$ cat src/rtl/alfa_desc_seg.sv
// alfa_desc_seg -- registered 7-segment letter decoder for the note-entry
// front end. Shows the current note code as C d E F G A b (dash for "no note").
//
// Ports:
//   clk               system clock, rising edge
//   reset             asynchronous, active-high reset (blanks the digit)
//   tom               octave/tone flag (only used for blinking, see below)
//   notas1..notas3    note code N = {notas1, notas2, notas3}
//   saida1..saida7    segments a..g, registered, one cycle after sampling
//
// Parameters:
//   ACTIVE_LOW        1 inverts all segments (common-anode digit)
//   BLINK_DIV         blink counter width (2..32), blink build only
//
// Build option: define ALFA_DESC_SEG_TOM_BLINK_EN to blank the digit while
// tom=1 and the free-running blink counter MSB is 1.

module alfa_desc_seg #(
  parameter bit          ACTIVE_LOW = 1'b0,
  parameter int unsigned BLINK_DIV  = 24
) (
  input  logic clk,
  input  logic reset,
  input  logic tom,
  input  logic notas1,
  input  logic notas2,
  input  logic notas3,
  output logic saida1,
  output logic saida2,
  output logic saida3,
  output logic saida4,
  output logic saida5,
  output logic saida6,
  output logic saida7
);

  if (BLINK_DIV < 2 || BLINK_DIV > 32) begin : g_bad_blink_div
    $error("alfa_desc_seg: BLINK_DIV must be in 2..32");
  end

  // Blank value with output polarity already applied.
  localparam logic [6:0] SEG_BLANK = ACTIVE_LOW ? 7'h7F : 7'h00;

  logic [2:0] note;
  logic [6:0] glyph;     // {a,b,c,d,e,f,g}, segment lit = 1
  logic [6:0] seg_d;
  logic [6:0] seg_q;

  assign note = {notas1, notas2, notas3};

  always_comb begin
    glyph = 7'b0000001;
    case (note)
      3'b000: glyph = 7'b0000001;  // dash
      3'b001: glyph = 7'b1001110;  // C
      3'b010: glyph = 7'b0111101;  // d
      3'b011: glyph = 7'b1001111;  // E
      3'b100: glyph = 7'b1000111;  // F
      3'b101: glyph = 7'b1011110;  // G
      3'b110: glyph = 7'b1110111;  // A
      3'b111: glyph = 7'b0011111;  // b
      default: glyph = 7'b0000001;
    endcase
  end

`ifdef ALFA_DESC_SEG_TOM_BLINK_EN
  logic [BLINK_DIV-1:0] cnt_d;
  logic [BLINK_DIV-1:0] cnt_q;

  // Counter runs regardless of tom so the blink phase is purely time based.
  always_comb begin
    cnt_d = cnt_q + 1'b1;
  end

  always_ff @(posedge clk or posedge reset) begin
    if (reset) begin
      cnt_q <= '0;
    end else begin
      cnt_q <= cnt_d;
    end
  end

  always_comb begin
    seg_d = ACTIVE_LOW ? ~glyph : glyph;
    if (tom && cnt_q[BLINK_DIV-1]) begin
      seg_d = SEG_BLANK;
    end
  end
`else
  // tom has no effect on the glyph in this build.
  logic unused_tom;
  assign unused_tom = tom;

  always_comb begin
    seg_d = ACTIVE_LOW ? ~glyph : glyph;
  end
`endif

  always_ff @(posedge clk or posedge reset) begin
    if (reset) begin
      seg_q <= SEG_BLANK;
    end else begin
      seg_q <= seg_d;
    end
  end

  assign saida1 = seg_q[6];
  assign saida2 = seg_q[5];
  assign saida3 = seg_q[4];
  assign saida4 = seg_q[3];
  assign saida5 = seg_q[2];
  assign saida6 = seg_q[1];
  assign saida7 = seg_q[0];

endmodule

$ cat config.mk
export PLATFORM = sky130hd
export DESIGN_NAME = alfa_desc_seg
export DESIGN_NICKNAME = d
export VERILOG_FILES = /design/src/rtl/alfa_desc_seg.sv
export SDC_FILE = /design/constraint.sdc
export NUM_CORES = 1
export LEC_CHECK = 0
export CORE_AREA = 2 2 39 41
export DETAILED_ROUTE_END_ITERATION = 10
export DIE_AREA = 0 0 41 43
export GPL_ROUTABILITY_DRIVEN = 0
export GPL_TIMING_DRIVEN = 0
export SETUP_SLACK_MARGIN = 0.15
export SYNTH_ARGS = -nofsm -noshare
export SYNTH_HDL_FRONTEND = slang
export SYNTH_SLANG_ARGS = --single-unit
$ cat constraint.sdc
create_clock -name clk -period 1.2 [get_ports clk]
set_input_delay 0.24 -clock clk [delete_from_list [all_inputs] [get_ports clk]]
set_output_delay 0.24 -clock clk [all_outputs]
set_load 0.1 [all_outputs]
Fig. 1: run 1, supply network
The bar under the picture is 10 um long. Pins as bars on the die edge.
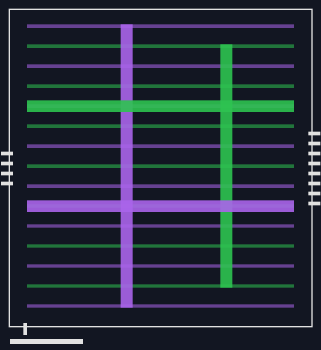
| colour | net |
|---|---|
| green | VDD |
| purple | VSS |
met1 rails: 15
met5 straps: 2
signal pins: 13
rows: 14
horizontal die dimension: 41 um
Die Y-Extent: 43 um
worst supply voltage drop on vdd: 0.0002607 V

Fig. 2: run 1, placed cells, one colour a class
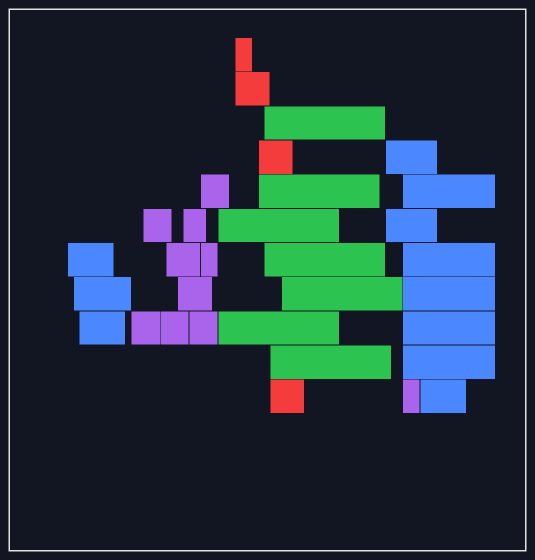
| colour | class | cells | share of their area |
|---|---|---|---|
| red | clock drivers and dummy loads | 4 | 6.1% |
| blue | remaining buffers and delay cells | 11 | 38% |
| green | sequential cells | 7 | 42% |
| purple | combinational and other logic | 10 | 14% |
fin util: 32.82%
Std-Cell Rows: 14
Final Cell Area: 454.2 sq um
Floorplan Core Area: 1384 sq um

Fig. 3: run 1, clock distribution
The bar under the picture is 10 um long.
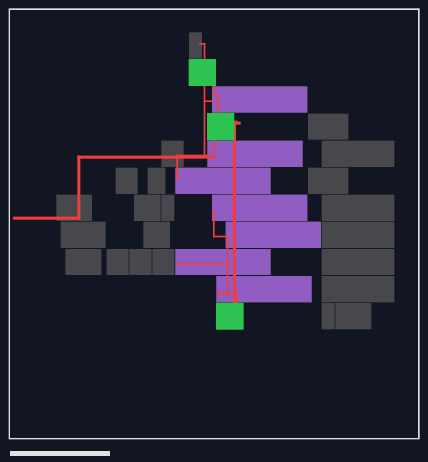
[red] clock wires | length: 93.8 um
[purple] flip-flops | count: 7
[green] clock drivers | count: 3
flops lie: middle
routed clock nets: 4
clock network power: 0.202 mW
share of power burned in the clock network: 31.0%

Fig. 4: run 1, signal wires by layer
The bar under the picture is 10 um long.
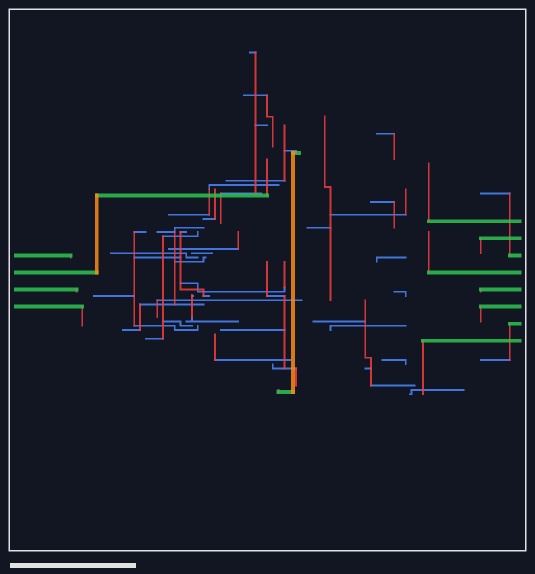
| colour | layer | wire length |
|---|---|---|
| red | metal 2 | 132 um |
| blue | metal 1 | 152 um |
| orange | metal 4 | 25.2 um |
| green | metal 3 | 69.0 um |
vias post-DR: 177
overall routed net length: 377 um
Routed WL per cell: 7.854 um

==> notes.md, run 1 <==
The full implementation flow was run.

The flow ran to the end, and the final reports show no timing, DRC or antenna violations. The fraction of power spent switching nets stands at about a third. Timing analysis after detailed placement gives a worst setup slack of -0.4909 ns. Measured on the final layout, the clock distribution area share stands at between 5 and 6%. The routed length on met1 stands at between 150 and 200 um. Per the cell usage report, the commonest logic cells after layout are dfrtp_2 (7), buf_12 (5), clkbuf_4 (3), clkdlybuf4s50_1 (3). Across the whole layout, storage elements account for ~180 sq um. The count of input and output buffers stands at 11. The fraction of the mapped netlist area in simple logic gates stands at between 10% and 20%. Fill cells in the final layout number between 100 and 150.

In this run the clock root is driven by a clkbuf_4. Once the floorplan was initialized, standard cells occupied approximately 17% of the core. Hold timing on the final database bottoms out at a slack of around 0.22 ns. Non-clock buffers in the final layout number 11.

The transition time recorded at the tightest slew-check pin is between 0.2 and 0.25 ns. The power spent charging and discharging nets stands at ~0.21 mW. In this run, the combinational gates consume approximately 29% of the power. Internal power comes to between 0.4 and 0.5 mW. The first global-routing pass estimated approximately 660 um of wire. The number of post-CTS setup repair buffers stands at 0. The count of state elements after synthesis stands at 7. Wire segments on met2 add up to 131 um in the final route. Looking at the critical path, the highest net fanout was 1. After Yosys synthesis, XOR and XNOR cells account for 0% of the synthesized area. The worst setup path is of the reg2out kind. The post-placement cell area stands at roughly 370 sq um.

The final timing report counts setup violations totalling 0. The violation tally recorded at the end of detailed-routing iteration 0 is 4. Entering global routing, the biggest net connects 8 pins.

Per the synthesis report, the AND-OR/OR-AND share of the synthesized area is 6.417%. Setup repair after global routing could not meet its margin everywhere. The multi-input logic cell count stands at 8.

The instance count after placement with tap cells included stands at 44. In this run the number of cells on the critical path is 1. The number of buffers and inverters on the critical path is 1. Signal nets in the final route climb as high as met4. The final layout contains 39 nets. For this design, Yosys synthesis ends with a cell count of 17.

Ranked by total cell area, the synthesized netlist is headed by dfrtp_1 (75%), a21o_1 (6.4%), inv_1 (3.2%). The dominant power group in this design is sequential cells. Per the GRT log, the top usage layer is met4. The post-cts gate resize count stands at 50. Yosys mapped a number of flops with a built-in enable equal to 0.

The most frequently used library cell after synthesis is dfrtp_1. Max-cap violations in this run came to 0. The power dissipated in sequential cells stands at roughly 0.26 mW. The inserted tap cell count stands at 16.

Counting flops per register, the top entry is seg_q. The path class of the tightest hold or removal check is in2async. CTS saw 7 sinks.

The number of global-route vias before repair stands at 170. For reference, the final report shows the hold violation count at 0. Averaged over all synthesized cells, the footprint is ~14 sq um. The signal arrival time at the worst endpoint stands at slightly above 0.8 ns. Total power normalized to cell area comes to roughly 1400 nW/um^2. The chip occupies 1763 sq um. The register with the most flip-flops in the layout has 7 of them. The level count of the clock H-tree stands at 1.

The count of nets left with antenna violations once routing finished came out at 0. The instance count of the mapped netlist stands at 17. Detailed routing placed a total of 69 um of wire on met3. The script extracted a total leakage power of ~0.21 nW.

Routing resource usage on met3 recorded by global route was 4.712%. Of the post-synthesis cell area, the part taken by muxes is 0%. The combinational share of cell area stands at between 10 and 15%. The total grt overflow stands at 0. Per the detail_route report, DRC violations left total 0. The largest registers in the layout are seg_q (7). In the synthesized netlist the dominant register cell turns out to be dfrtp_1.

The total design power stands at 0.6520 mW. After the flow finishes, the layout carries non-filler instances totaling 48. Across all checked pins, the minimum headroom to the slew limit is a little over four fifths.

Ranked by instance count, the synthesized netlist is headed by dfrtp_1 (7), a21o_1 (2), inv_1 (2). The final layout report lists a clock buffer count of 4. STA classifies the critical path startpoint as a register.

The detailed-route vias per instance stands at between 3 and 4. Counting the inverters off the clock network in the layout gives 2. 0 antenna diodes ended up in the layout.

STA classifies the critical path endpoint as a primary output. TritonCTS built the clock tree. The tally of yosys warning messages stands at 0. On the worst path, the slowest cell contributes a delay of approximately 0.41 ns. The overall routing resource usage stands at about 6.7%.

The final period demand of the worst path stands at ~1.1 ns. STA puts the critical path data required time at approximately 0.96 ns. The sequential cell count stands at 7. The combined area of all synthesized cells stands at between 200 and 250 sq um.

The number of hold buffers added after CTS was 0. The fraction of cell area in sequential cells is reported as between 40% and 50%. The global-route met2 utilization stands at ~6.6%. The area fraction of the largest cell type after synthesis is around 75%. Among all stages on the critical path, the largest delay is contributed by dfrtp_2. The net count entering floorplan stands at 23. Leaving out buffers and inverters, the combinational logic in the layout accounts for a little over 50 sq um. The synthesized netlist devotes 0% of its cell area to adder and majority cells. Of all flip-flops after synthesis, the portion carrying an async set or reset was 100.0%. Grouping non-sequential cells by family puts the most area in simple AND/OR/NAND/NOR gates. The total count of max-transition violations in the final report stands at 0. The number of iterations in the first detailed-routing pass stands at 2. Of the cells placed in the final design, the portion with a size suffix greater than 1 is between 50% and 60%. Among cell families on the critical path, the largest total delay comes from flip-flops. The library cell used most frequently in the layout, excluding fill and tap cells, is dfrtp_2.

Non-clock buffers make up ~36% of the layout cell area. From synthesis to final layout, the design area changed by 94.12%. The sequential share of power stands at between 40% and 50%.
--- run 2 (diff from run 1) ---
Settings changed: CTS_BUF_LIST set to sky130_fd_sc_hd__clkbuf_4 sky130_fd_sc_hd__clkbuf_8, TNS_END_PERCENT set to 50.
Fig. 5: run 2, placed cells, one colour a class
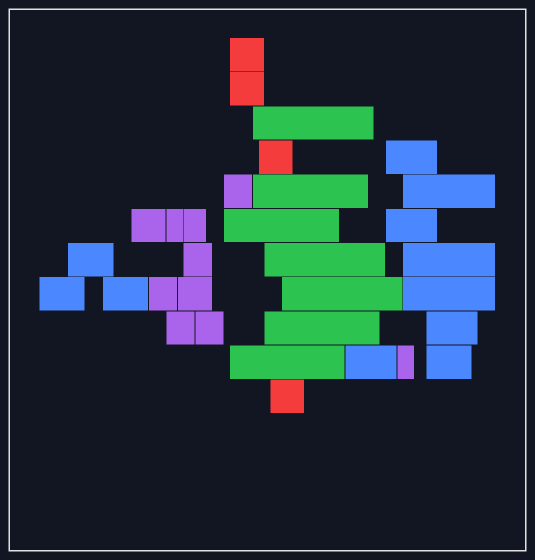
| colour | class | cells | share of their area |
|---|---|---|---|
| purple | combinational and other logic | 10 | 14% |
| blue | remaining buffers and delay cells | 11 | 35% |
| red | clock drivers and dummy loads | 4 | 7.3% |
| green | sequential cells | 7 | 43% |
Final Cell Area: 432.9 sq um
flop share of the area: 41.33%
fin util: 31.28%

Fig. 6: run 2, clock distribution
The bar under the picture is 10 um long.
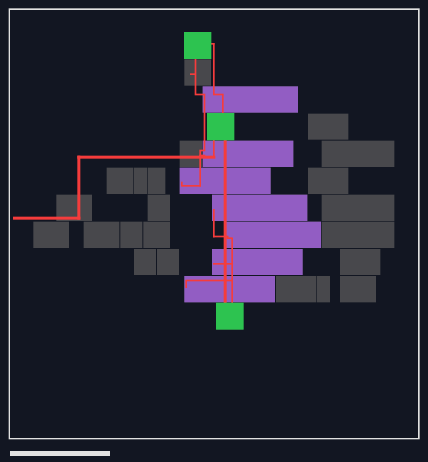
[green] clock drivers | count: 3
[red] clock wires | length: 96.9 um
[purple] flip-flops | count: 7
flops lie: middle
routed clock nets: 4
clock network power: 0.227 mW
share of power burned in the clock network: 34.0%

Fig. 7: run 2, supply network
The bar under the picture is 10 um long. Pins as bars on the die edge.
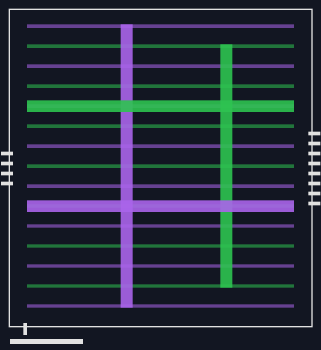
| colour | net |
|---|---|
| purple | VSS |
| green | VDD |
signal pins: 13
met4 straps: 2
met5 straps: 2
worst supply voltage drop on vdd: 0.0002908 V

==> notes.md, run 2 <==
The full implementation flow was run.

The number of clock buffers in the layout stands at 4. For reference, compound AND-OR and OR-AND cells occupy ~6.4% of the area reported after synthesis. For reference, the top cells by count after synthesis are dfrtp_1 (7), a21o_1 (2), inv_1 (2). Looking at the critical path, the single cell with the biggest stage delay is dfrtp_2. For reference, the final report shows the hold violation count at 0. The net count entering floorplan stands at 23. The number of global-route vias before repair came to roughly 150. The data required time at the worst endpoint stands at around 0.96 ns. The count of state elements after synthesis stands at 7. The floorplan core density stands at approximately 17%. Grouping stages by cell kind, the critical path spends the most delay in flip-flops. The adder-cell share of the synthesized area stands at 0%.

Summed over all cells, the static leakage comes to ~0.19 nW. The non-clock buffer instance count of the final layout stands at 11. Looking at the global route congestion table, the highest-usage layer is met4. The remaining design rule violation count stands at 0. The floorplan die area stands at ~1800 sq um.

TritonCTS built the clock tree. Synthesis handed over a netlist of 17 instances. The first-iteration detailed-routing DRC count stands at 3. The filler cell count stands at about 140. The initialized floorplan defines 14 standard-cell rows. The combined area of all synthesized cells stands at roughly 230 sq um.

The synthesized area per cell stands at around 14 sq um. The routed layout has ~170 vias. By instance count after routing, the leading logic cell types are clkbuf_4 (4), clkdlybuf4s50_1 (4), buf_6 (4), dfrtp_1 (4). The flow ran to the end, and the final reports show no timing, DRC or antenna violations. The fraction of post-synthesis cell area in the top cell type by area stands at between 70% and 80%. The analysis attributes to net switching a power of 0.2103 mW. The post-cts gate resize count stands at approximately 50. The vertical die dimension stands at around 43 um. The met3 usage stands at ~5.2%. Counting flops with an async set or reset pin after synthesis yields a share of 100.0%. In this run the worst path has a maximum fanout of 1. Leaving out buffers and inverters, the combinational logic in the layout accounts for a little over 50 sq um. The tree is rooted in a clkbuf_4.

The number of diodes stands at 0. The clock network contribution to total cell area stands at under 10%. The met2 wire length stands at 127 um.

The detailed router reported a total wirelength of between 300 and 400 um. The internal cell power stands at roughly 0.46 mW. The detail route stage leaves a number of antenna-violating nets equal to 0. The combinational share of cell area stands at a little under an eighth. Power spread over the standard cell area amounts to between 1500 and 2000 nW/um^2.

STA classifies the critical path endpoint as a primary output. The detailed placer reported the number of placed instances as around 44. Relative to the synthesized area, the layout overhead comes to 85.03%.

Sequential cells consume a total of around 0.26 mW. The register area stands at around 180 sq um. The routed length on met1 stands at 146 um.

Of all power groups, the one with the highest power is sequential cells. The first global-routing pass estimated ~600 um of wire. Post-synth the commonest register cell is dfrtp_1.

The routed wirelength normalized by instance count stands at between 7 and 8 um. The sequential cell count stands at 7. The cell-mix breakdown from Yosys lists the simple-gate area share as roughly 16%. Multiplexer cells account for 0% of the synthesized area. The maximum number of pins on one net before global-route repair stands at 8. The inserted tap cell count stands at 16. Of the total power, registers draw between 30% and 40%. The most critical min-delay path falls under in2async. Counting the inverters off the clock network in the layout gives 2. The number of non-filler instances in the completed layout stands at approximately 48.

STA classifies the critical path startpoint as a register. The smallest hold slack stands at between 0.2 and 0.25 ns. Per the repair_timing log after CTS, setup buffers inserted total 0.

The number of cells in the yosys synthesis report stands at 17. The total design power stands at 0.6689 mW. The x dimension of the die stands at just over 40 um.

seg_q holds more flip-flops than any other register. The post-placement cell area stands at roughly 370 sq um. The number of hold-repair buffers added at the cts stage stands at 0. The detailed-route vias per instance stands at 3.479. dfrtp_1 is the most common cell in the netlist. The critical path buffer and inverter count stands at 1. Setup repair after global routing could not meet its margin everywhere. All stages included, the depth of the critical timing path comes to 1.

The detailed router used layers up to and including met4. The post-placement worst setup slack stands at -0.4865 ns. The fraction of final cell area spent on non-clock buffers in this run is about 34%.

The count of input and output buffers stands at 11. After floorplanning, the core was sized to cover between 1000 and 1500 sq um. The total grt overflow stands at 0. The main area contributors are dfrtp_1 (75%), a21o_1 (6.4%), inv_1 (3.2%). The fraction of power spent switching nets stands at a little under a third.

The synthesized design contains 0 enable-type register cells. The headroom to the max-slew limit stands at roughly 84%. The CTS log lists the clock sinks for this run as 7. The data arrival time reported for the critical path is around 0.82 ns. The actual slew at the worst max-slew pin stands at ~0.24 ns. The number of iterations in the first detailed-routing pass stands at 2. The tally of yosys warning messages stands at 0. The global-route met2 utilization stands at slightly below 6%. After detailed routing, the met3 layer carries 76 um of wire. The total CTS buffers stands at 3. The finished design was reported to have a net count of 39.

The max-cap check violation count stands at 0. Subtracting the final worst setup slack from the clock period gives 1.057 ns. Overall routing resource usage recorded by global route was 6.294%.

The level count of the clock H-tree stands at 1. Grouping non-sequential cells by family puts the most area in simple AND/OR/NAND/NOR gates. The parity-gate share of the synthesized area counting xor and xnor cells stands at 0%.
--- run 3 (diff from run 2) ---
Settings changed: PLACE_DENSITY set to 0.47.
Fig. 8: run 3, supply network
The bar under the picture is 10 um long. Pins as bars on the die edge.
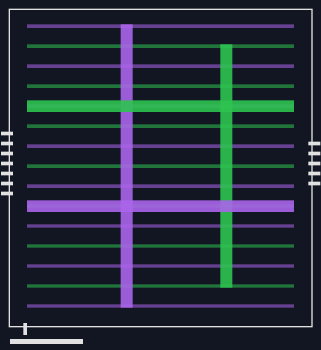
| colour | net |
|---|---|
| green | VDD |
| purple | VSS |
met1 rails: 15
met4 straps: 2
signal pins: 13
worst supply voltage drop on vdd: 0.0005371 V

Fig. 9: run 3, clock distribution
The bar under the picture is 10 um long.
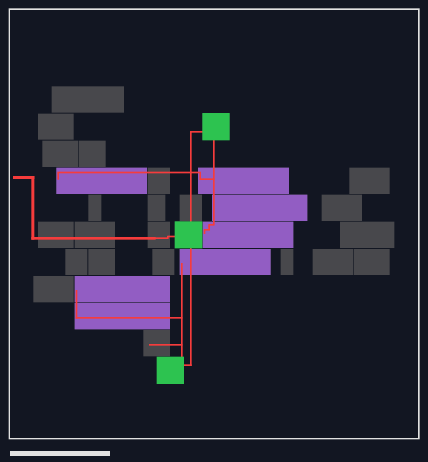
[purple] flip-flops | count: 7
[red] clock wires | length: 110 um
[green] clock drivers | count: 3
flops lie: middle
routed clock nets: 4
clock network power: 0.233 mW
share of power burned in the clock network: 34.9%

Fig. 10: run 3, signal wires by layer
The bar under the picture is 10 um long.
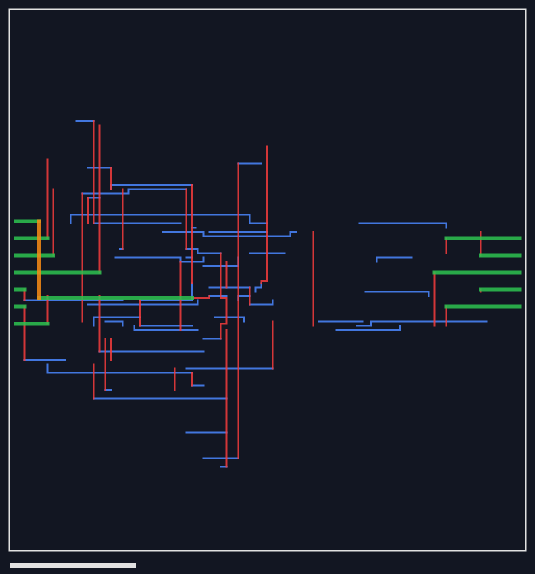
| colour | layer | wire length |
|---|---|---|
| red | metal 2 | 172 um |
| blue | metal 1 | 214 um |
| green | metal 3 | 54.9 um |
| orange | metal 4 | 6.10 um |
vias post-DR: 167
Routed WL per cell: 9.313 um

==> notes.md, run 3 <==
The full implementation flow was run.

The met3 usage stands at ~3.7%. Setup repair after global routing could not meet its margin everywhere. The finished layout holds ~48 standard cells, fillers aside. In this run, post-CTS hold repair placed 0 buffers.

The internal power of the cells totals approximately 0.45 mW. The maximum number of pins on one net before global-route repair stands at 8. The instance count after placement with tap cells included stands at about 44. After layout, the design draws a total of about 0.67 mW. The commonest cells after synthesis are dfrtp_1 (7), a21o_1 (2), inv_1 (2). CTS added clock buffers totalling 3.

After layout, the clock buffer instance count stands at 4. The commonest register cell is dfrtp_1. The final count of hold timing violations stands at 0. The wire length on met3 stands at 54 um. According to the finish report, the design has a final net count of 39. The largest single stage delay on the critical path is ~0.40 ns. Per the breakdown, switching nets consume 32.26% of all power. The power spent charging and discharging nets stands at between 0.2 and 0.25 mW. The final design area excluding fillers stands at 419.2 sq um. The remaining number of nets flagged by the antenna check after routing stands at 0. The filler cell count stands at between 100 and 150. The share of the core filled with cells stands at 30.29%. In the final layout, the registers with the most flip-flops are seg_q (7).

The number of diodes stands at 0. Per the placement log, port buffering inserted 11 buffers. The first-pass GRT wire length stands at approximately 770 um. The multiplexer share of the synthesized area stands at 0%. The synthesis report lists the Yosys warning total as 0. The library cells used most frequently in the layout, excluding fill and tap cells, are buf_6 (5), clkbuf_4 (4), clkdlybuf4s50_1 (4), dfrtp_1 (4), dfrtp_2 (3). More flip-flops sit in one register than any other, and that register is seg_q. The area taken by multi-input combinational cells is reported as slightly above 50 sq um. The flow ran to the end, and the final reports show no timing, DRC or antenna violations.

The post-placement cell area stands at between 300 and 400 sq um. By instance count after routing, the leading logic cell type is buf_6. Sorting the synthesis cell report by count puts at the top dfrtp_1. For this run, the detailed router's first-pass iteration total came to 2.

The overall routing resource usage stands at approximately 7.2%. Once the floorplan was initialized, standard cells occupied 16.91% of the core. Sequential cells consume a total of around 0.26 mW.

Before CTS, the worst setup slack after placement is -0.4887 ns. The fraction of final layout cells with drive strength greater than 1 stands at a little over two fifths. After clock tree synthesis, the setup repair step added 0 buffers. TritonCTS built the clock tree. The routed design could run at a clock period as short as 1.067 ns. The cell row count stands at 14. The number of global-route vias before repair was 185.

Yosys stat counts 17 cells in the synthesized netlist. The total area inside the core boundary comes to 1384 sq um. The clock net in this run drives a total of 7 sinks. The top cell type by area accounts for about three quarters of the synthesized area. STA classifies the critical path endpoint as a primary output. The detailed-route vias per instance stands at ~3.5. The inserted tap cell count stands at 16. The register fraction of the total cell area stands at a little over two fifths. The power density over the cells stands at 1590 nW/um^2.

The worst setup path is of the reg2out kind. The adder-cell share of the synthesized area stands at 0%. Summed over all layers, the global routing overflow is 0. Once synthesis finished, the tally of register bits stood at 7.

The non-clock buffer instance count of the final layout stands at 11. Signal routing reaches up to met4. The root buffer cell chosen for the clock tree is clkbuf_4.
Power figures rest on the tool's default switching activity, not on a simulated workload.
